[src/rtl/spi_rx_byte_fifo.sv]
// SPI mode-0 slave receiver: synchronises SCK/MOSI/CSb into clk, assembles MSB-first bytes
// and buffers them (with a first-of-transaction tag) in a first-word-fall-through FIFO.
module spi_rx_byte_fifo #(
  parameter int FIFO_DEPTH  = 16,
  parameter int SYNC_STAGES = 2
) (
  input  logic       clk,
  input  logic       rst,
  input  logic       spi_sck,
  input  logic       spi_mosi,
  input  logic       spi_csb,
  output logic [7:0] m_data,
  output logic       m_first,
  output logic       m_valid,
  input  logic       m_ready,
  output logic       overflow,
  output logic       abort,
  output logic       active
);

  localparam int AW = $clog2(FIFO_DEPTH);

  localparam logic [0:0] ST_IDLE  = 1'b0;
  localparam logic [0:0] ST_SHIFT = 1'b1;

  logic [SYNC_STAGES-1:0] sck_sync;
  logic [SYNC_STAGES-1:0] mosi_sync;
  logic [SYNC_STAGES-1:0] csb_sync;
  logic [SYNC_STAGES-1:0] fill_sync;

  logic       sck_s;
  logic       mosi_s;
  logic       csb_s;
  logic       csb_s_vld;
  logic       sck_prev;
  logic       csb_prev;
  logic       csb_prev_vld;
  logic       sck_rise;
  logic       csb_fall;

  logic [0:0] state;
  logic [2:0] bit_cnt;
  logic [7:0] shreg;
  logic       first_pend;
  logic       push;
  logic [8:0] push_data;

  logic [8:0]  mem [FIFO_DEPTH];
  logic [AW:0] wr_ptr;
  logic [AW:0] rd_ptr;
  logic        empty;
  logic        full;
  logic        pop;
  logic        wr_en;
  logic [8:0]  head;

  // fill_sync marks which synchroniser samples came from the pins rather than the reset fill,
  // so the forced-high CSb after reset cannot fake a falling edge.
  always_ff @(posedge clk) begin
    if (rst) begin
      sck_sync  <= '0;
      mosi_sync <= '0;
      csb_sync  <= '1;
      fill_sync <= '0;
    end else begin
      sck_sync  <= {sck_sync[SYNC_STAGES-2:0],  spi_sck};
      mosi_sync <= {mosi_sync[SYNC_STAGES-2:0], spi_mosi};
      csb_sync  <= {csb_sync[SYNC_STAGES-2:0],  spi_csb};
      fill_sync <= {fill_sync[SYNC_STAGES-2:0], 1'b1};
    end
  end

  assign sck_s     = sck_sync[SYNC_STAGES-1];
  assign mosi_s    = mosi_sync[SYNC_STAGES-1];
  assign csb_s     = csb_sync[SYNC_STAGES-1];
  assign csb_s_vld = fill_sync[SYNC_STAGES-1];

  always_ff @(posedge clk) begin
    if (rst) begin
      sck_prev     <= 1'b0;
      csb_prev     <= 1'b1;
      csb_prev_vld <= 1'b0;
      active       <= 1'b0;
    end else begin
      sck_prev     <= sck_s;
      csb_prev     <= csb_s;
      csb_prev_vld <= csb_s_vld;
      active       <= ~csb_s;
    end
  end

  assign sck_rise = sck_s & ~sck_prev;
  assign csb_fall = csb_prev_vld & csb_s_vld & csb_prev & ~csb_s;

  // A CSb rise wins over a simultaneous SCK rise, so no shift happens on the closing edge.
  always_ff @(posedge clk) begin
    if (rst) begin
      state      <= ST_IDLE;
      bit_cnt    <= 3'd0;
      shreg      <= 8'h00;
      first_pend <= 1'b1;
      abort      <= 1'b0;
    end else begin
      abort <= 1'b0;
      case (state)
        ST_IDLE: begin
          bit_cnt    <= 3'd0;
          first_pend <= 1'b1;
          if (csb_fall) begin
            state <= ST_SHIFT;
          end
        end
        ST_SHIFT: begin
          if (csb_s) begin
            state   <= ST_IDLE;
            bit_cnt <= 3'd0;
            abort   <= (bit_cnt != 3'd0);
          end else if (sck_rise) begin
            shreg   <= {shreg[6:0], mosi_s};
            bit_cnt <= bit_cnt + 3'd1;
            if (bit_cnt == 3'd7) begin
              first_pend <= 1'b0;
            end
          end
        end
        default: begin
          state <= ST_IDLE;
        end
      endcase
    end
  end

  assign push      = (state == ST_SHIFT) & ~csb_s & sck_rise & (bit_cnt == 3'd7);
  assign push_data = {first_pend, shreg[6:0], mosi_s};

  assign empty = (wr_ptr == rd_ptr);
  assign full  = (wr_ptr[AW] != rd_ptr[AW]) && (wr_ptr[AW-1:0] == rd_ptr[AW-1:0]);
  assign pop   = m_valid & m_ready;
  // A pop from a full FIFO frees the slot being written in the same cycle.
  assign wr_en = push & (~full | pop);

  always_ff @(posedge clk) begin
    if (wr_en) begin
      mem[wr_ptr[AW-1:0]] <= push_data;
    end
  end

  always_ff @(posedge clk) begin
    if (rst) begin
      wr_ptr   <= '0;
      rd_ptr   <= '0;
      overflow <= 1'b0;
    end else begin
      if (wr_en) begin
        wr_ptr <= wr_ptr + 1'b1;
      end
      if (pop) begin
        rd_ptr <= rd_ptr + 1'b1;
      end
      if (push && full && !pop) begin
        overflow <= 1'b1;
      end
    end
  end

  assign head    = mem[rd_ptr[AW-1:0]];
  assign m_valid = ~empty;
  assign m_data  = m_valid ? head[7:0] : 8'h00;
  assign m_first = m_valid ? head[8] : 1'b0;

endmodule

[config.mk]
export PLATFORM = sky130hd
export DESIGN_NAME = spi_rx_byte_fifo
export DESIGN_NICKNAME = d
export VERILOG_FILES = /design/src/rtl/spi_rx_byte_fifo.sv
export SDC_FILE = /design/constraint.sdc
export NUM_CORES = 1
export LEC_CHECK = 0
export ABC_AREA = 1
export CORE_ASPECT_RATIO = 1.5
export CORE_MARGIN = 2
export CORE_UTILIZATION = 36
export CTS_BUF_LIST = sky130_fd_sc_hd__clkbuf_16
export DETAILED_ROUTE_END_ITERATION = 8
export PLACE_DENSITY = 0.49
export SYNTH_ARGS = -nofsm -noshare
export SYNTH_HDL_FRONTEND = slang
export SYNTH_SLANG_ARGS = --single-unit
[constraint.sdc]
create_clock -name clk -period 3.15 [get_ports clk]
set_clock_uncertainty 0.1 [all_clocks]
set_input_delay 0.4725 -clock clk [delete_from_list [all_inputs] [get_ports clk]]
set_output_delay 0.4725 -clock clk [all_outputs]
set_load 0.02 [all_outputs]
==> results.py <==
# Flow results
metrics = {
    "global_routing": {
        "globalRouteMet3Util_pct": 2.80,
        "vias_in_the_first_global_route": 5112,
        "initial_antenna_violation_count": 0,
        "globalRoute.busiestLayer": "met2",
        "grt.overflow.total": 0,
        "track_usage_pct": 17.5,
        "maximum_number_of_pins_on_one_net_before_global_route_repair": 50,
    },
    "critical_path": {
        "critPathSlowestCell": "sky130_fd_sc_hd__clkdlybuf4s50_1",
        "endpoint": "m_data[5]",
        "register_to_register_setup_slack_ns": 1.11,
        "path_common_cell": "sky130_fd_sc_hd__nand2_1",
        "r2r-end": "mem[5][4]",
        "timing.critical_path.to_type": "primary output",
        "timing.rr.start": "bit_cnt[0]",
        "crit_buf_inv": 2,
        "critical_path.startpoint_type": "flop",
        "cp.required_ns": 2.58,
        "slowest_delay_ns": 0.62,
        "path_cells": "bufbuf_16 > nand2_1 > o211ai_1 > nand3_1 > nand2_1 > nand2_1 > nand2_1 > nor2_1 > clkdlybuf4s50_1",
        "critPathMaxFanout": 29,
        "cp_num_cells": 9,
    },
    "floorplanning": {
        "rows": 65,
        "floorplan.io_pins": 19,
        "well_tap_count": 268,
        "design.core.area_mm2": 0.0208,
        "floorplan.core_util_pct": 36.4,
    },
    "synthesis": {
        "synth.top_cell.area_share_pct": 57.1,
        "synth_flops": 184,
        "yosys_warnings": 0,
        "yosys.stat.seqShare_pct": 67.6,
        "xor_xnor_area_share_pct": 0.694,
        "synthesis.area_per_instance_um2": 10.7,
        "synthesis.nets": 719,
        "ys_cells": 705,
        "yosys.stat.chipArea_mm2": 0.00758,
        "synthArstFlopShare_pct": 0,
        "flop_cell": "sky130_fd_sc_hd__edfxtp_1",
        "muxShareOfSynthArea_pct": 0,
        "ys_sh_adder_pct": 1.32,
        "synthTopCellsByArea": "sky130_fd_sc_hd__edfxtp_1 57%, sky130_fd_sc_hd__dfxtp_1 11%, sky130_fd_sc_hd__nor2_1 6.6%, sky130_fd_sc_hd__nand2_1 5.7%, sky130_fd_sc_hd__nand3_1 3.3%",
        "post_synth_ao_oa_area_fraction_pct": 7.30,
    },
    "cells_and_area": {
        "layout.area.top_class": "flip-flops and latches",
        "area.share.sequential_pct": 58.6,
        "logic_area_mm2": 0.00205,
        "final_common_cell": "sky130_fd_sc_hd__edfxtp_1",
        "num-fill-cells": 2069,
        "layout_top_cells_excl_fill_tap": "144 x sky130_fd_sc_hd__edfxtp_1, 134 x sky130_fd_sc_hd__nor2_1, 115 x sky130_fd_sc_hd__nand2_1",
        "inverters": 56,
        "flow.area_growth_from_synthesis_pct": 15.5,
        "diodes": 0,
        "bufAreaShareNonClock_pct": 5.23,
        "clock_tree_area_fraction_pct": 6.43,
    },
    "clock_tree": {
        "ctsResizeCount": 3,
        "ctsRootBufferMaster": "sky130_fd_sc_hd__clkbuf_16",
        "tritoncts": "done",
        "number_of_buffers_added_by_the_clock_tree_synthesis_step": 17,
        "cts_sinks": 184,
        "cts_max_path_buffers": 2,
    },
    "routing": {
        "route.detailed.vias_per_inst": 4.91,
        "routedWlPerCell_um": 17.7,
        "highest_layer": "met4",
        "drcViolationCount": 0,
        "wirelength_met1_um": 7580,
        "dr_wl_met3_um": 457,
        "routed_wl_um": 18000,
    },
    "sta": {
        "slew_headroom_pct": 42.9,
        "finalHoldWorstSlack_ns": 0.302,
        "setup_tns_ns": 0,
        "worstMarginPinSlew_ns": 0.856,
        "final_max_slew_viol_count": 0,
        "minimum_clock_period_ns": 3.02,
        "rsz0062_at_grt": "false",
    },
    "power": {
        "vdd_ir_drop_max_uv": 337,
        "total_leakage_power_uw": 0.00307,
        "power.density_mw_per_mm2": 530,
    },
    "outcome": {
        "status": "completed",
    },
    "placed_design": {
        "gp_congestion": 0.786,
    },
    "flow_run": {
        "number_of_logged_tool_warnings": 30,
    },
    "worst_hold_path": {
        "hold_end": "fill_sync[1]",
    },
}
==> state kept, by name, indices dropped and copies added, names as in the netlist, named ones only <==
signal,count
abort,1
active,1
bit_cnt,3
csb_prev,1
csb_prev_vld,1
csb_sync,2
fill_sync,2
first_pend,1
mem,144
mosi_sync,2
overflow,1
rd_ptr,5
sck_prev,1
sck_sync,2
shreg,7
state,1
wr_ptr,5
==> cell usage after synthesis (7+ instances only) <==
cell	n
sky130_fd_sc_hd__a21oi_1	26
sky130_fd_sc_hd__o21ai_0	43
sky130_fd_sc_hd__edfxtp_1	144
sky130_fd_sc_hd__ha_1	8
sky130_fd_sc_hd__nand2_1	115
sky130_fd_sc_hd__dfxtp_1	40
sky130_fd_sc_hd__nor2_1	134
sky130_fd_sc_hd__inv_1	45
sky130_fd_sc_hd__o211ai_1	18
sky130_fd_sc_hd__inv_2	7
sky130_fd_sc_hd__clkbuf_1	9
sky130_fd_sc_hd__buf_2	14
sky130_fd_sc_hd__nand3_1	50
sky130_fd_sc_hd__o21ai_1	13
==> metrics by stage <==
stage / cell area, um^2 / power [uW] / cells / util [%] / worst slack (ns)
final: 8750 / 4640 / 1017 / 42.0 / 0.130
after global routing: 8750 / 4800 / 1017 / 42.0 / 0.000637
after CTS: 8740 / 4690 / 1016 / 42.0 / 0.00503
after detailed placement: 8130 / 2670 / 983 / 39.1 / 0.372
after global placement: 8130 / 2670 / 983 / 39.1 / 0.367
after floorplan: 7580 / 2660 / 705 / - / 1.16
==> power breakdown <==
| group | internal [uW] | switching (uW) | total [uW] |
|---|---|---|---|
| clock network | 1100 | 918 | 2020 |
| registers | 2590 | 5.19 | 2590 |
| logic | 11.0 | 13.6 | 24.5 |
==> images/final_clocks.png <==
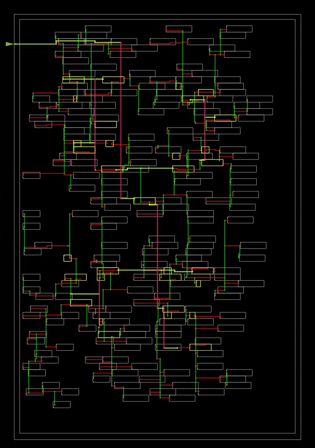
power consumed by the clock network: 2020 uW
insertion delay at the late pin of the worst-skew pair: 0.43 ns
count of sequential standard cells: 184
final-layout clock buffer total: 18

==> images/zoom.png <==
The bar under the picture is 10 um long. Region (46, 76) to (76, 106) um. Cells in grey, sequential cells in the stronger grey; small squares are vias.
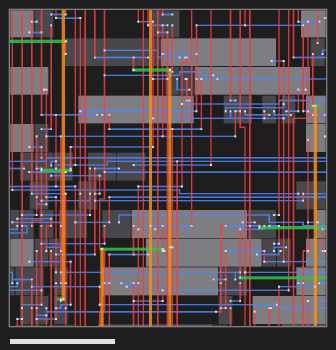
legend:
  orange:
    layer: met4
  green:
    layer: met3
  red:
    layer: met2
  blue:
    layer: met1
cells with their middle in the window: 41
sequential cells in the window: 7
most frequent: nor2_1 (9), edfxtp_1 (7), nand2_1 (6)
netlist names of flops here include: mem (7)

==> images/met4.png <==
Supply wires on this layer in grey.
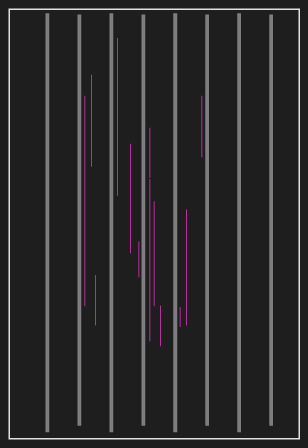
longest straight run: 89.1 um
nets with wire on the layer: 8

==> images/met1.png <==
Supply wires on this layer in grey.
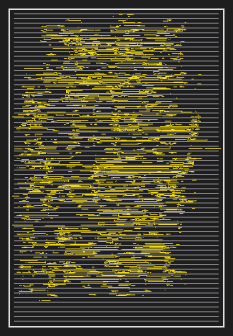
wire length on this layer: 7580 um
main direction: horizontal
longest straight run: 46.9 um
nets with wire on the layer: 696
share of all routed wire: 42%

==> images/metal_stack.png <==
Two of the layers only.
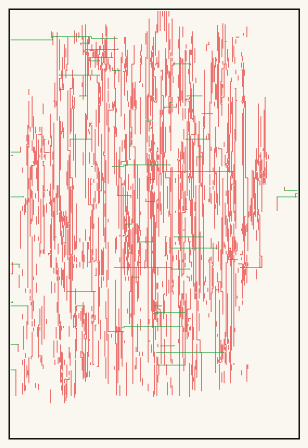
legend:
  green:
    layer: met3
    wire_length: 457 um
  red:
    layer: met2
    wire_length: 9410 um

Power is estimated from default activity; no workload was simulated.
